$ cat config.mk
export PLATFORM = sky130hd
export DESIGN_NAME = word_queue
export DESIGN_NICKNAME = d
export VERILOG_FILES = /design/src/rtl/word_queue.sv
export SDC_FILE = /design/constraint.sdc
export NUM_CORES = 1
export LEC_CHECK = 0
export ABC_AREA = 1
export CAP_MARGIN = 15
export CORE_ASPECT_RATIO = 0.6
export CORE_UTILIZATION = 50
export DETAILED_ROUTE_END_ITERATION = 8
export HOLD_SLACK_MARGIN = 0.05
export PLACE_DENSITY = 0.73
export SLEW_MARGIN = 10
export SYNTH_ARGS = -nofsm -noshare
export SYNTH_HDL_FRONTEND = slang
export SYNTH_SLANG_ARGS = --single-unit
export TNS_END_PERCENT = 50
$ cat constraint.sdc
create_clock -name clock_100KHz -period 4.05 [get_ports clock_100KHz]
set_clock_uncertainty 0.05 [all_clocks]
set_input_delay 0.405 -clock clock_100KHz [delete_from_list [all_inputs] [get_ports clock_100KHz]]
set_output_delay 0.405 -clock clock_100KHz [all_outputs]
set_load 0.01 [all_outputs]
$ cat src/rtl/word_queue.sv
`default_nettype none
// ============================================================================
// Module   : word_queue
// Purpose  : Circular FIFO behind the deserializer. Each word is accepted
//            through a ready/ack handshake and released in order on dequeue.
//            Optional macro WORD_QUEUE_DROP_OLDEST_EN: overwrite the oldest
//            entry when a word arrives while full.
// Revision : 1.0 - initial release
// ============================================================================
module word_queue #(
    parameter int DEPTH = 8,
    parameter int WIDTH = 8
) (
    input  logic                     clock_100KHz,
    input  logic                     reset,
    input  logic [WIDTH-1:0]         data_in,
    input  logic                     enqueue_in,
    output logic                     ack_out,
    input  logic                     dequeue_in,
    output logic [WIDTH-1:0]         data_out,
    output logic [$clog2(DEPTH):0]   len_out,
    output logic                     full_out,
    output logic                     empty_out
);

    localparam int c_PTR_W = $clog2(DEPTH);
    localparam int c_CNT_W = c_PTR_W + 1;
    localparam logic [c_CNT_W-1:0] c_FULL_CNT = c_CNT_W'(DEPTH);

    typedef enum logic [1:0] {
        ST_IDLE = 2'd0,
        ST_ACK  = 2'd1,
        ST_HOLD = 2'd2
    } state_t;

    state_t               r_state;
    state_t               w_state_next;
    logic [WIDTH-1:0]     r_mem [DEPTH];
    logic [c_PTR_W-1:0]   r_wr_ptr;
    logic [c_PTR_W-1:0]   r_rd_ptr;
    logic [c_CNT_W-1:0]   r_count;
    logic [WIDTH-1:0]     r_data_out;
    logic                 r_ack;

    logic                 w_full;
    logic                 w_empty;
    logic                 w_space;
    logic                 w_enq_fire;
    logic                 w_deq_fire;
    logic                 w_overwrite;

    assign w_full  = (r_count == c_FULL_CNT);
    assign w_empty = (r_count == '0);

`ifdef WORD_QUEUE_DROP_OLDEST_EN
    assign w_space = 1'b1;
`else
    assign w_space = !w_full;
`endif

    assign w_deq_fire  = dequeue_in && !w_empty;
    // A write into a full queue with no dequeue displaces the head entry.
    assign w_overwrite = w_enq_fire && w_full && !w_deq_fire;

    always_comb begin
        w_state_next = r_state;
        w_enq_fire   = 1'b0;
        case (r_state)
            ST_IDLE: begin
                if (enqueue_in && w_space) begin
                    w_enq_fire   = 1'b1;
                    w_state_next = ST_ACK;
                end
            end
            ST_ACK:  w_state_next = ST_HOLD;
            // Wait for the upstream ready flag to drop so one word is never captured twice.
            ST_HOLD: begin
                if (!enqueue_in) begin
                    w_state_next = ST_IDLE;
                end
            end
            default: w_state_next = ST_IDLE;
        endcase
    end

    always_ff @(posedge clock_100KHz or posedge reset) begin
        if (reset) begin
            r_state    <= ST_IDLE;
            r_ack      <= 1'b0;
            r_wr_ptr   <= '0;
            r_rd_ptr   <= '0;
            r_count    <= '0;
            r_data_out <= '0;
        end else begin
            r_state <= w_state_next;
            r_ack   <= w_enq_fire;
            if (w_enq_fire) begin
                r_wr_ptr <= r_wr_ptr + 1'b1;
            end
            if (w_deq_fire) begin
                r_data_out <= r_mem[r_rd_ptr];
            end
            if (w_deq_fire || w_overwrite) begin
                r_rd_ptr <= r_rd_ptr + 1'b1;
            end
            if (w_enq_fire && !w_deq_fire && !w_full) begin
                r_count <= r_count + 1'b1;
            end else if (w_deq_fire && !w_enq_fire) begin
                r_count <= r_count - 1'b1;
            end
        end
    end

    // Storage carries no reset; its contents are don't-care until written.
    always_ff @(posedge clock_100KHz) begin
        if (w_enq_fire) begin
            r_mem[r_wr_ptr] <= data_in;
        end
    end

    assign ack_out   = r_ack;
    assign data_out  = r_data_out;
    assign len_out   = r_count;
    assign full_out  = w_full;
    assign empty_out = w_empty;

endmodule
`default_nettype wire

run_1/m3.png
The bar under the picture is 20 µm long. Cells faint in the background.
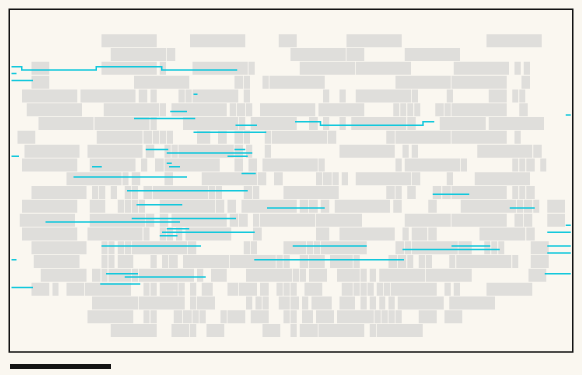
wire length on this layer: 437 µm
share of all routed wire: 5.7%

run_1/m1.png
The bar under the picture is 20 µm long. Cells faint in the background.
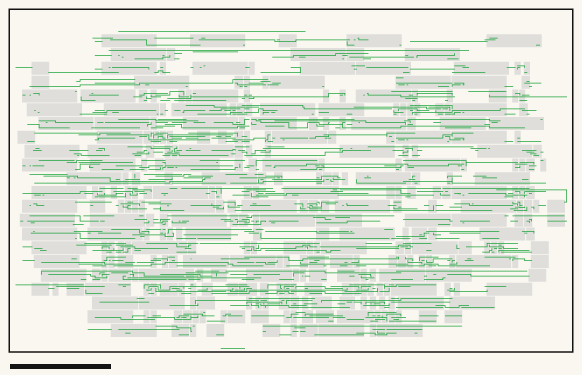
nets with wire on the layer: 336
main direction: horizontal
final WL: 7670 µm
met1 usage: 0.335
vias: 2365

run_1/congestion_map.png
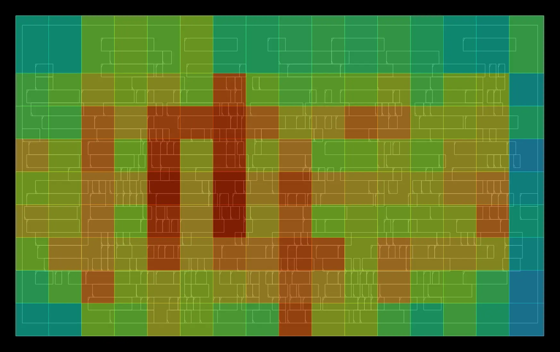
post-layout util: 0.614
total track usage: 0.222
drt wl/cell: 17.6 µm

run 1: layout make-up:
| cell class | instances | area share |
|---|---|---|
| Sequential cell | 85 | 0.590 |
| Multi-Input combinational cell | 202 | 0.226 |
| Timing Repair Buffer | 27 | 0.0645 |
| Clock buffer | 10 | 0.0552 |
| Tap cell | 87 | 0.0262 |
| Clock inverter | 6 | 0.0211 |
| Inverter | 19 | 0.0172 |
run 1: layer usage:
layer | up-vias | global-route usage | share of wire
met2 | 73 | 0.313 | 0.43
met5 | - | 0 | 0
met4 | 0 | 0.0700 | 0.0089
met1 | 1160 | 0.335 | 0.51
li1 | 1121 | - | -
met3 | 11 | 0.0592 | 0.057
==> flow_summary.toml, run 1 <==
# physical design summary
[setup_path]
worstSetupPathDepth = 13
cpPeakStageDelay_ns = 0.45
cp-start-kind = "register"
required_ns = 4.22
cp-endpoint = "len_out[3]"
cp_max_fo = 10
crit_start = "len_out[1]"
crit_family = "simple AND/OR/NAND/NOR gates"

[synthesis]
fp_nets = 335
ys_cells = 318
syn_area_um2 = 3550
aoi_share = 0.0508
muxShareOfSynthArea = 0
topCellsByArea = "edfxtp_1 (54%), dfrtp_1 (15%), nor2_1 (8.0%)"
most_common_cell = "nor2_1"
synth_cell_type_count = 22

[clocking]
clockRootBuffer = "clkbuf_16"
cts_num_sinks = 85
cts_tree = "yes"
cts_htree_levels = 3
postCtsHoldBufs = 0

[power]
p_per_area_nw_per_um2 = 768
combPwrFrac = 0.338

[drt]
dr.pass1.iters = 5
drc = 0
drt_iter0_markers = 179

[global_routing]
grt_pass1_vias = 2128

[floorplan]
chipHeight_um = 67.3
floorplan.rows = 23
core_area_um2 = 6760

[layout]
seq_area_um2 = 2450
final_cells = 436

[placed_design]
dpl.hpwl_um = 5260

[min_path]
hold_end = "data_out[4]"

[timing]
tightest_slew_ns = 0.913
maxSlewHeadroom = 0.392
fin_tns_setup_ns = 0
fmax_ghz = 0.458

[status]
status = "finished, final reports clean"

[flow_run]
warning_count = 26
--- run 2 (diff from run 1) ---
--- a/config.mk
+++ b/config.mk
@@ -11,7 +11,7 @@
 export CORE_UTILIZATION = 50
 export DETAILED_ROUTE_END_ITERATION = 8
 export HOLD_SLACK_MARGIN = 0.05
-export PLACE_DENSITY = 0.73
+export PLACE_DENSITY = 0.76
 export SLEW_MARGIN = 10
 export SYNTH_ARGS = -nofsm -noshare
 export SYNTH_HDL_FRONTEND = slang
==> constraint.sdc (replaced) <==
create_clock -name clock_100KHz -period 2 [get_ports clock_100KHz]
set_clock_uncertainty 0.05 [all_clocks]
set_input_delay 0.2 -clock clock_100KHz [delete_from_list [all_inputs] [get_ports clock_100KHz]]
set_output_delay 0.2 -clock clock_100KHz [all_outputs]
set_load 0.01 [all_outputs]
run_2/m1.png
The bar under the picture is 20 µm long. Cells faint in the background.
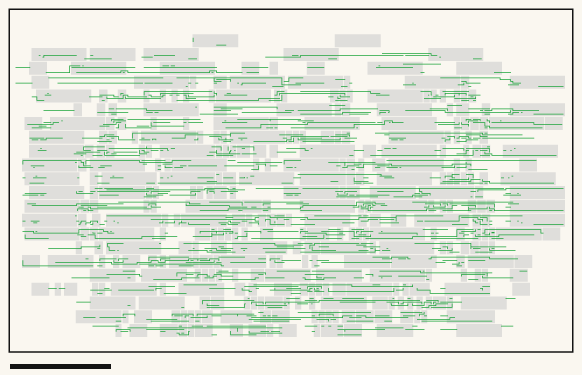
longest straight run: 39.6 µm
wire length on this layer: 3380 µm
nets with wire on the layer: 349
met1 usage: 0.298
final WL: 7290 µm
vias: 2370

==> flow_summary.toml, run 2 <==
# physical design summary
[status]
status = "finished, final reports clean"

[global_routing]
grt_pass1_vias = 2285
grt_antenna_before_repair = 0
overflow = 0
grt_use_met3 = 0.0799
grt_use_total = 0.217
grt_busiest_layer = "met2"
grt_pass1_wl_um = 11500
met2_usage = 0.309

[power]
combPwrFrac = 0.375
intPower_uw = 4090
p_per_area_nw_per_um2 = 1490
comb_power_uw = 2380

[synthesis]
adder_share = 0.0197
most_common_cell = "nor2_1"
synthFlopType = "edfxtp_1"
muxShareOfSynthArea = 0
syn_area_um2 = 3550
aoi_share = 0.0508
ys_area_um2 = 3550
fp_nets = 335
topCellsByArea = "edfxtp_1 (54%), dfrtp_1 (15%), nor2_1 (8.0%)"
xor_area_frac = 0.00987
ys_cells = 318
top_area_frac = 0.541
synth_cell_type_count = 22
avgSynthCellArea_um2 = 11.2

[floorplan]
fp_util = 0.525
core_area_um2 = 6760
floorplan.rows = 23
tap_cells = 87
chipHeight_um = 67.3

[layout]
nNonClkInverters = 19
seq_area_frac = 0.573
fill_cells = 535
largest_class = "registers"
multi_input_comb_cells = 202
clk_share = 0.0612
comb_area_frac = 0.226
final_cells = 456
antennaDiodeCount = 0
layout_top_cells = "nor2_1 (75), edfxtp_1 (64), nand2_1 (47), o21ai_0 (35)"
nFlopsAndLatches = 85
seq_area_um2 = 2450
fin_area_um2 = 4270
n_clock_buffer = 12
buf_share = 0.0978
final_core_util = 0.632
largest_reg_flops = 64
drive_above_1_share = 0.133
buffers = 47

[setup_path]
crit_start = "len_out[3]"
rr_startpoint = "len_out[2]"
path_class = "reg -> out"
cp-endpoint = "full_out"
required_ns = 1.75
cp_max_fo = 4
cp-start-kind = "register"

[clocking]
cts_tree = "yes"
cts_htree_levels = 3
worstSkewPairLatency_ns = 0.34
cts_num_sinks = 85
clockRootBuffer = "clkbuf_16"
clk_pin_slew_worst_paths_ns = 0.06

[flow_run]
warning_count = 26

[drt]
topRoutingLayerUsed = "met4"
m1WireLength_um = 3380
drt_iter0_markers = 164
final_antenna_net_count = 0
met2WireLength_um = 3200
drc = 0
wl_per_cell_um = 16.0
dr.pass1.iters = 5
wl_met3_um = 594

[placed_design]
place_area_um2 = 3980
dpl.hpwl_um = 4930

[timing]
period_minus_slack_ns = 1.91
maxSlewHeadroom = 0.681
fmax_ghz = 0.524
tightest_slew_ns = 0.478
fin_tns_setup_ns = 0

[min_path]
hp-class = "in -> async"
[run 2: timing repair]
item,4_1_cts,5_1_grt
setup buffers,0,1
resized,0,5
endpoints found under the setup margin,0,2
hold buffers,0,0
[run 2: worst max-delay path, cell delays in order, from the launching register on]
cell and delay, ns:
dfrtp_1 0.41, inv_1 0.08, nor2_1 0.09, nand2_1 0.14, inv_1 0.08, clkdlybuf4s50_1 0.52
[run 2: through the flow]
stage	worst slack, ns	power (µW)	hold WS [ns]
2_1_floorplan	0.0830	4030	0.127
3_3_place_gp	0.0413	4740	0.415
3_5_place_dp	-0.0233	4830	0.415
4_1_cts	0.0670	6310	0.135
5_1_grt	-0.0119	6790	0.167
6_report	0.0913	6350	0.138
Power figures rest on the tool's default switching activity, not on a simulated workload.
